==> src/rtl/vcpu32_gr_pkg.sv <==
// Shared definitions for the vcpu32 general register file and its writeback path.
//   GR_ADDR_W / GR_DATA_W / GR_NUM : register file geometry (16 x 32)
//   gr_wr_t                        : one staged write-port transaction
package vcpu32_gr_pkg;

    localparam int unsigned GR_ADDR_W = 4;
    localparam int unsigned GR_DATA_W = 32;
    localparam int unsigned GR_NUM    = 16;

    typedef struct packed {
        logic                 we;
        logic [GR_ADDR_W-1:0] addr;
        logic [GR_DATA_W-1:0] data;
    } gr_wr_t;

endpackage

==> src/rtl/gr_writeback_scheduler_if.sv <==
// Writeback bus between the requesters, the scheduler and the register file.
//   req_valid/req_addr/req_data/hold : requester side, into the scheduler
//   req_ready                        : per-requester accept, out of the scheduler
//   we1/waddr1/wdata1, we2/...       : register file write ports 1 and 2
//   busy                             : per-register pending-write vector for issue interlock
// Modports: master = requesters + file + issue side (testbench), slave = scheduler.
interface gr_writeback_scheduler_if import vcpu32_gr_pkg::*; #(
    parameter int unsigned NUM_REQ = 4,
    parameter int unsigned ADDR_W  = GR_ADDR_W,
    parameter int unsigned DATA_W  = GR_DATA_W
) ();

    logic [NUM_REQ-1:0]        req_valid;
    logic [NUM_REQ*ADDR_W-1:0] req_addr;
    logic [NUM_REQ*DATA_W-1:0] req_data;
    logic [NUM_REQ-1:0]        req_ready;
    logic                      hold;
    logic                      we1;
    logic [ADDR_W-1:0]         waddr1;
    logic [DATA_W-1:0]         wdata1;
    logic                      we2;
    logic [ADDR_W-1:0]         waddr2;
    logic [DATA_W-1:0]         wdata2;
    logic [2**ADDR_W-1:0]      busy;

    modport master (
        output req_valid, req_addr, req_data, hold,
        input  req_ready, we1, waddr1, wdata1, we2, waddr2, wdata2, busy
    );

    modport slave (
        input  req_valid, req_addr, req_data, hold,
        output req_ready, we1, waddr1, wdata1, we2, waddr2, wdata2, busy
    );

endinterface

==> src/rtl/rr_dual_picker.sv <==
// Combinational round-robin picker granting up to two requesters per cycle.
//   valid_i    : per-requester request
//   addr_i     : packed target addresses, requester i in slice i
//   rr_ptr_i   : first requester to consider
//   g1_o       : one-hot first grant (port 1)
//   g2_o       : one-hot second grant (port 2), never same address as g1
//   last_idx_o : index of the last grant made (g2 if present, else g1)
module rr_dual_picker #(
    parameter int unsigned NUM_REQ = 4,
    parameter int unsigned ADDR_W  = 4,
    localparam int unsigned PTR_W  = $clog2(NUM_REQ)
) (
    input  logic [NUM_REQ-1:0]        valid_i,
    input  logic [NUM_REQ*ADDR_W-1:0] addr_i,
    input  logic [PTR_W-1:0]          rr_ptr_i,
    output logic [NUM_REQ-1:0]        g1_o,
    output logic [NUM_REQ-1:0]        g2_o,
    output logic [PTR_W-1:0]          last_idx_o
);

    localparam int unsigned IDX_W = PTR_W + 1;
    localparam logic [IDX_W-1:0] NumReqW = IDX_W'(NUM_REQ);

    logic [IDX_W-1:0]  idx;
    logic [PTR_W-1:0]  sel;
    logic [ADDR_W-1:0] addr1;
    logic              found1;
    logic              found2;

    always_comb begin
        g1_o       = '0;
        g2_o       = '0;
        last_idx_o = '0;
        idx        = '0;
        sel        = '0;
        addr1      = '0;
        found1     = 1'b0;
        found2     = 1'b0;
        for (int k = 0; k < NUM_REQ; k++) begin
            // Explicit wrap compare so non power-of-two NUM_REQ never indexes past the end.
            idx = {1'b0, rr_ptr_i} + IDX_W'(k);
            if (idx >= NumReqW) begin
                idx = idx - NumReqW;
            end
            sel = idx[PTR_W-1:0];
            if (valid_i[sel]) begin
                if (!found1) begin
                    g1_o[sel]  = 1'b1;
                    found1     = 1'b1;
                    addr1      = addr_i[sel*ADDR_W +: ADDR_W];
                    last_idx_o = sel;
                end else if (!found2 && (addr_i[sel*ADDR_W +: ADDR_W] != addr1)) begin
                    // Same-address requesters are skipped so the file never sees a port clash.
                    g2_o[sel]  = 1'b1;
                    found2     = 1'b1;
                    last_idx_o = sel;
                end
            end
        end
    end

endmodule

==> src/rtl/gr_writeback_scheduler.sv <==
// Writeback scheduler: shares the two register file write ports among NUM_REQ requesters.
//   clk, rst_n : clock, asynchronous active-low reset
//   bus        : slave side of gr_writeback_scheduler_if (requests in, ready/write ports/busy out)
// Grants (up to two per cycle, round-robin, distinct addresses) are registered once and then
// presented on write ports 1/2 for one cycle.
module gr_writeback_scheduler import vcpu32_gr_pkg::*; #(
    parameter int unsigned NUM_REQ = 4,
    parameter int unsigned ADDR_W  = GR_ADDR_W,
    parameter int unsigned DATA_W  = GR_DATA_W
) (
    input  logic                     clk,
    input  logic                     rst_n,
    gr_writeback_scheduler_if.slave  bus
);

    localparam int unsigned PTR_W = $clog2(NUM_REQ);

    logic [PTR_W-1:0]     rr_ptr_q, rr_ptr_d;
    logic [NUM_REQ-1:0]   valid_eff;
    logic [NUM_REQ-1:0]   g1, g2;
    logic [PTR_W-1:0]     last_idx;
    logic [2**ADDR_W-1:0] busy_c;

    // Staged ports use the file's native layout; ADDR_W/DATA_W are expected to match it.
    gr_wr_t port1_q, port1_d;
    gr_wr_t port2_q, port2_d;

    assign valid_eff = bus.req_valid & {NUM_REQ{~bus.hold}};

    rr_dual_picker #(
        .NUM_REQ (NUM_REQ),
        .ADDR_W  (ADDR_W)
    ) u_picker (
        .valid_i    (valid_eff),
        .addr_i     (bus.req_addr),
        .rr_ptr_i   (rr_ptr_q),
        .g1_o       (g1),
        .g2_o       (g2),
        .last_idx_o (last_idx)
    );

    // Ready is masked during reset so nothing is accepted into flops being held clear.
    assign bus.req_ready = (g1 | g2) & {NUM_REQ{rst_n}};

    always_comb begin
        port1_d    = port1_q;
        port1_d.we = 1'b0;
        port2_d    = port2_q;
        port2_d.we = 1'b0;
        rr_ptr_d   = rr_ptr_q;
        for (int i = 0; i < NUM_REQ; i++) begin
            if (g1[i]) begin
                port1_d.we   = 1'b1;
                port1_d.addr = bus.req_addr[i*ADDR_W +: ADDR_W];
                port1_d.data = bus.req_data[i*DATA_W +: DATA_W];
            end
            if (g2[i]) begin
                port2_d.we   = 1'b1;
                port2_d.addr = bus.req_addr[i*ADDR_W +: ADDR_W];
                port2_d.data = bus.req_data[i*DATA_W +: DATA_W];
            end
        end
        if (|g1) begin
            rr_ptr_d = (last_idx == PTR_W'(NUM_REQ - 1)) ? '0 : last_idx + 1'b1;
        end
    end

    always_ff @(posedge clk or negedge rst_n) begin
        if (!rst_n) begin
            port1_q  <= '0;
            port2_q  <= '0;
            rr_ptr_q <= '0;
        end else begin
            port1_q  <= port1_d;
            port2_q  <= port2_d;
            rr_ptr_q <= rr_ptr_d;
        end
    end

    assign bus.we1    = port1_q.we;
    assign bus.waddr1 = port1_q.addr;
    assign bus.wdata1 = port1_q.data;
    assign bus.we2    = port2_q.we;
    assign bus.waddr2 = port2_q.addr;
    assign bus.wdata2 = port2_q.data;

    // A register stays busy from request until its staged write has been presented.
    always_comb begin
        busy_c = '0;
        for (int i = 0; i < NUM_REQ; i++) begin
            if (bus.req_valid[i]) begin
                busy_c[bus.req_addr[i*ADDR_W +: ADDR_W]] = 1'b1;
            end
        end
        if (port1_q.we) begin
            busy_c[port1_q.addr] = 1'b1;
        end
        if (port2_q.we) begin
            busy_c[port2_q.addr] = 1'b1;
        end
    end

    assign bus.busy = busy_c;

endmodule

==> src/flat_wrapper.sv <==
// flat-port wrapper written by rule: the top's interface ports become plain ports
module gr_writeback_scheduler_flat import vcpu32_gr_pkg::*;
#(
    parameter int unsigned NUM_REQ = 4,
    parameter int unsigned ADDR_W  = GR_ADDR_W,
    parameter int unsigned DATA_W  = GR_DATA_W
)
  (clk, rst_n, bus_req_valid, bus_req_addr, bus_req_data, bus_hold, bus_req_ready, bus_we1, bus_waddr1, bus_wdata1, bus_we2, bus_waddr2, bus_wdata2, bus_busy);
  gr_writeback_scheduler_if #(.NUM_REQ(NUM_REQ), .ADDR_W(ADDR_W), .DATA_W(DATA_W)) bus_i ();
  input  logic clk;
  input  logic rst_n;
  input wire logic [$bits(bus_i.req_valid)-1:0] bus_req_valid;
  input wire logic [$bits(bus_i.req_addr)-1:0] bus_req_addr;
  input wire logic [$bits(bus_i.req_data)-1:0] bus_req_data;
  input wire logic [$bits(bus_i.hold)-1:0] bus_hold;
  output wire logic [$bits(bus_i.req_ready)-1:0] bus_req_ready;
  output wire logic [$bits(bus_i.we1)-1:0] bus_we1;
  output wire logic [$bits(bus_i.waddr1)-1:0] bus_waddr1;
  output wire logic [$bits(bus_i.wdata1)-1:0] bus_wdata1;
  output wire logic [$bits(bus_i.we2)-1:0] bus_we2;
  output wire logic [$bits(bus_i.waddr2)-1:0] bus_waddr2;
  output wire logic [$bits(bus_i.wdata2)-1:0] bus_wdata2;
  output wire logic [$bits(bus_i.busy)-1:0] bus_busy;
  assign bus_i.req_valid = bus_req_valid;
  assign bus_i.req_addr = bus_req_addr;
  assign bus_i.req_data = bus_req_data;
  assign bus_i.hold = bus_hold;
  assign bus_req_ready = bus_i.req_ready;
  assign bus_we1 = bus_i.we1;
  assign bus_waddr1 = bus_i.waddr1;
  assign bus_wdata1 = bus_i.wdata1;
  assign bus_we2 = bus_i.we2;
  assign bus_waddr2 = bus_i.waddr2;
  assign bus_wdata2 = bus_i.wdata2;
  assign bus_busy = bus_i.busy;
  gr_writeback_scheduler #(.NUM_REQ(NUM_REQ), .ADDR_W(ADDR_W), .DATA_W(DATA_W)) u_core (.clk(clk), .rst_n(rst_n), .bus(bus_i));
endmodule
==> config.mk <==
export PLATFORM = sky130hd
export DESIGN_NAME = gr_writeback_scheduler_flat
export DESIGN_NICKNAME = d
export VERILOG_FILES = /design/src/rtl/vcpu32_gr_pkg.sv /design/src/rtl/gr_writeback_scheduler_if.sv /design/src/rtl/rr_dual_picker.sv /design/src/rtl/gr_writeback_scheduler.sv /design/src/flat_wrapper.sv
export SDC_FILE = /design/constraint.sdc
export NUM_CORES = 1
export LEC_CHECK = 0
export ABC_AREA = 1
export CAP_MARGIN = 20
export CORE_AREA = 2 2 147 164
export CTS_BUF_LIST = sky130_fd_sc_hd__clkbuf_4 sky130_fd_sc_hd__clkbuf_8 sky130_fd_sc_hd__clkbuf_16
export DETAILED_ROUTE_END_ITERATION = 7
export DIE_AREA = 0 0 149 166
export PLACE_DENSITY = 0.76
export SLEW_MARGIN = 20
export SYNTH_ARGS = -nofsm -noshare
export SYNTH_HDL_FRONTEND = slang
export SYNTH_HIERARCHICAL = 1
export SYNTH_SLANG_ARGS = --single-unit
export TNS_END_PERCENT = 100
==> constraint.sdc <==
create_clock -name clk -period 3.49 [get_ports clk]
set_input_delay 0.698 -clock clk [delete_from_list [all_inputs] [get_ports clk]]
set_output_delay 0.698 -clock clk [all_outputs]
set_load 0.05 [all_outputs]
Fig. 1: cell outlines without signal wires
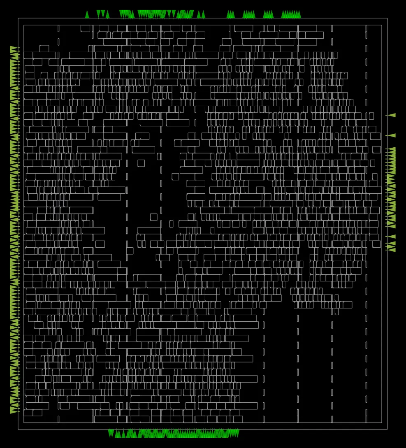
Fill cells: 2312
core area: 23180 µm²

Fig. 2: cell sizes after repair
The bar under the picture is 50 µm long.
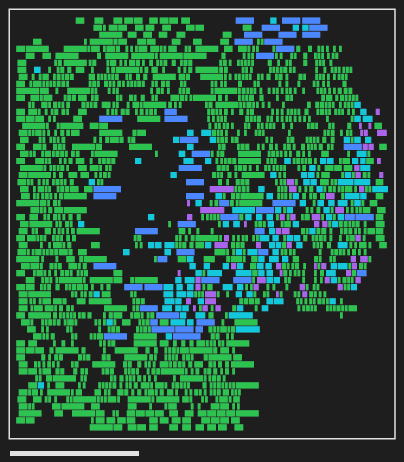
- blue: _6 and larger (cells 50; share 2.8%)
- purple: _2 cells (cells 60; share 3.4%)
- green: _0 and _1 cells (cells 1510; share 86%)
- cyan: _3 and _4 cells (cells 142; share 8.1%)

Fig. 3: wire density map
30 x 33 tiles, from dark blue (low) to red (high), scaled to the fullest tile. Values are wire area over tile area, all layers added.
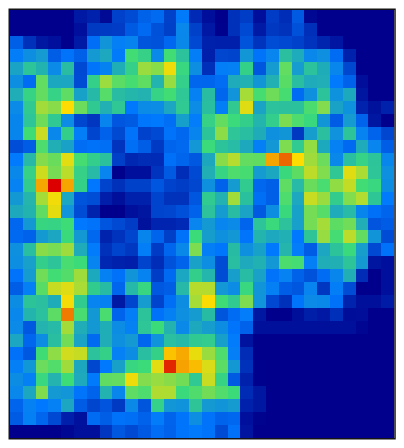
- nearly empty tiles: 15%
- emptiest ninth of the die: lower right
- mean over tiles: 0.23
- fullest tile: 0.83
- tiles over half the peak: 16%
- densest ninth of the die: middle right

Fig. 4: register map, names as in the netlist
The bar under the picture is 50 µm long. Other sequential cells in the stronger gray, the rest of the logic in the fainter gray.
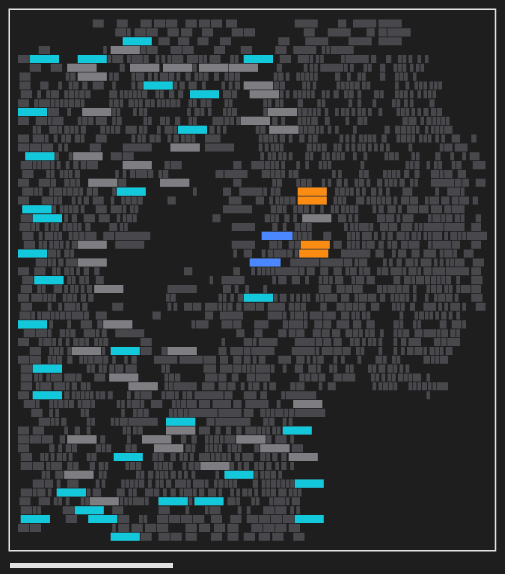
- cyan: u_core/bus.wdata1 (placed flops 32)
- blue: u_core/rr_ptr_q (placed flops 2)
- orange: u_core/bus.waddr2 (placed flops 4)
- not colored: 38

==> impl_metrics.yaml <==
# yosys + openroad results
synthesis:
  mappedNetlistNets: 1617
  postSynthAreaPerCell_um2: 5.457
  postSynthSeqShare_pct: 23.85
  netlist.area_leader.share_pct: 27.02
  yosys_warnings: 6
  mux_area_share_pct: 0
  synth_cell_types: 35
  synthCells: 1461
  synth-edff-count: 0
  common_cells: "574 x nand2_1, 250 x nand3_1, 179 x nor2_1"
  synth_top_cell_by_area: "nand2_1"
  yosys.cell_count.top_type: "nand2_1"
  ys_sh_adder_pct: 0.7847
  top_cells_by_area: "nand2_1 27%, dfrtp_1 24%, nand3_1 16%"
finish:
  area_growth_syn_to_layout_pct: 53.53
  stdcell_area_um2: 12240
  seq_share_pct: 15.56
  flops: 76
  clockNetworkAreaShare_pct: 2.699
  clkbuf_count: 11
  nonClkBufAreaFrac_pct: 29.51
  comb_share_pct: 43.96
  combGateArea_um2: 5381
  largest_class: "multi-input combinational cells"
  final_util_pct: 52.81
  final-seq-area_um2: 1904
clock_tree:
  cts_max_level: 3
  insertion_delay_ns: 0.34
  ctsRootBufferMaster: "clkbuf_16"
  postCtsSetupBuffers: 21
placement:
  post_dp_cell_area_um2: 11550
  place_congestion: 0.9054
worst_hold_path:
  hold_path_class: "primary input to async pin"
flow_run:
  cap_viol_max_count: 0
timing:
  rsz0062_at_grt: "yes"
  finalSetupViolations: 5
  finClkSkew_ns: 0.009252
  timing.hold.ws_ns: 0.2654
  setup_ws_ns: -0.08827
  layout_min_cycle_time_ns: 3.578
drt:
  route.met3.wl_um: 3426
  wl_met2_um: 16190
  vias_per_cell: 5.182
  antenna_left: 0
  first_pass_iters: 6
  drc: 0
  wl_met1_um: 13130
  top_layer: "met4"
worst_setup_path:
  startpoint: "bus_req_valid[1]"
  worstSetupPathType: "primary input to output pin"
  critPathCaptureType: "output pin"
  reg2reg_from: "u_core/rr_ptr_q[0]"
  path_buffers: 8
  rr_endpoint: "u_core/rr_ptr_q[1]"
  startpoint_type: "primary input"
  cp_cell_sequence: "clkdlybuf4s15_2, inv_2, nor2_4, inv_1, nand2_2, nand3_4, nand2_4, buf_4, nand3_1, nand2_1, nor2_1, nand2_1, nand3_2, buf_12, buf_12, o22ai_2, nand2_2, nand2_4, inv_6, a21oi_4, buf_12"
  r2r_slack_ns: -0.01
grt:
  grt_pass1_wl_um: 53010
  grt_usage_pct: 26.72
  grt_max_degree: 50
  antenna_found_initial: 2
  grt_overflow: 0
  grt_pass1_vias: 10368
status:
  violations: "setup timing"
  status: "finished with violations"
floorplan:
  num_rows: 59
  io_pins: 245
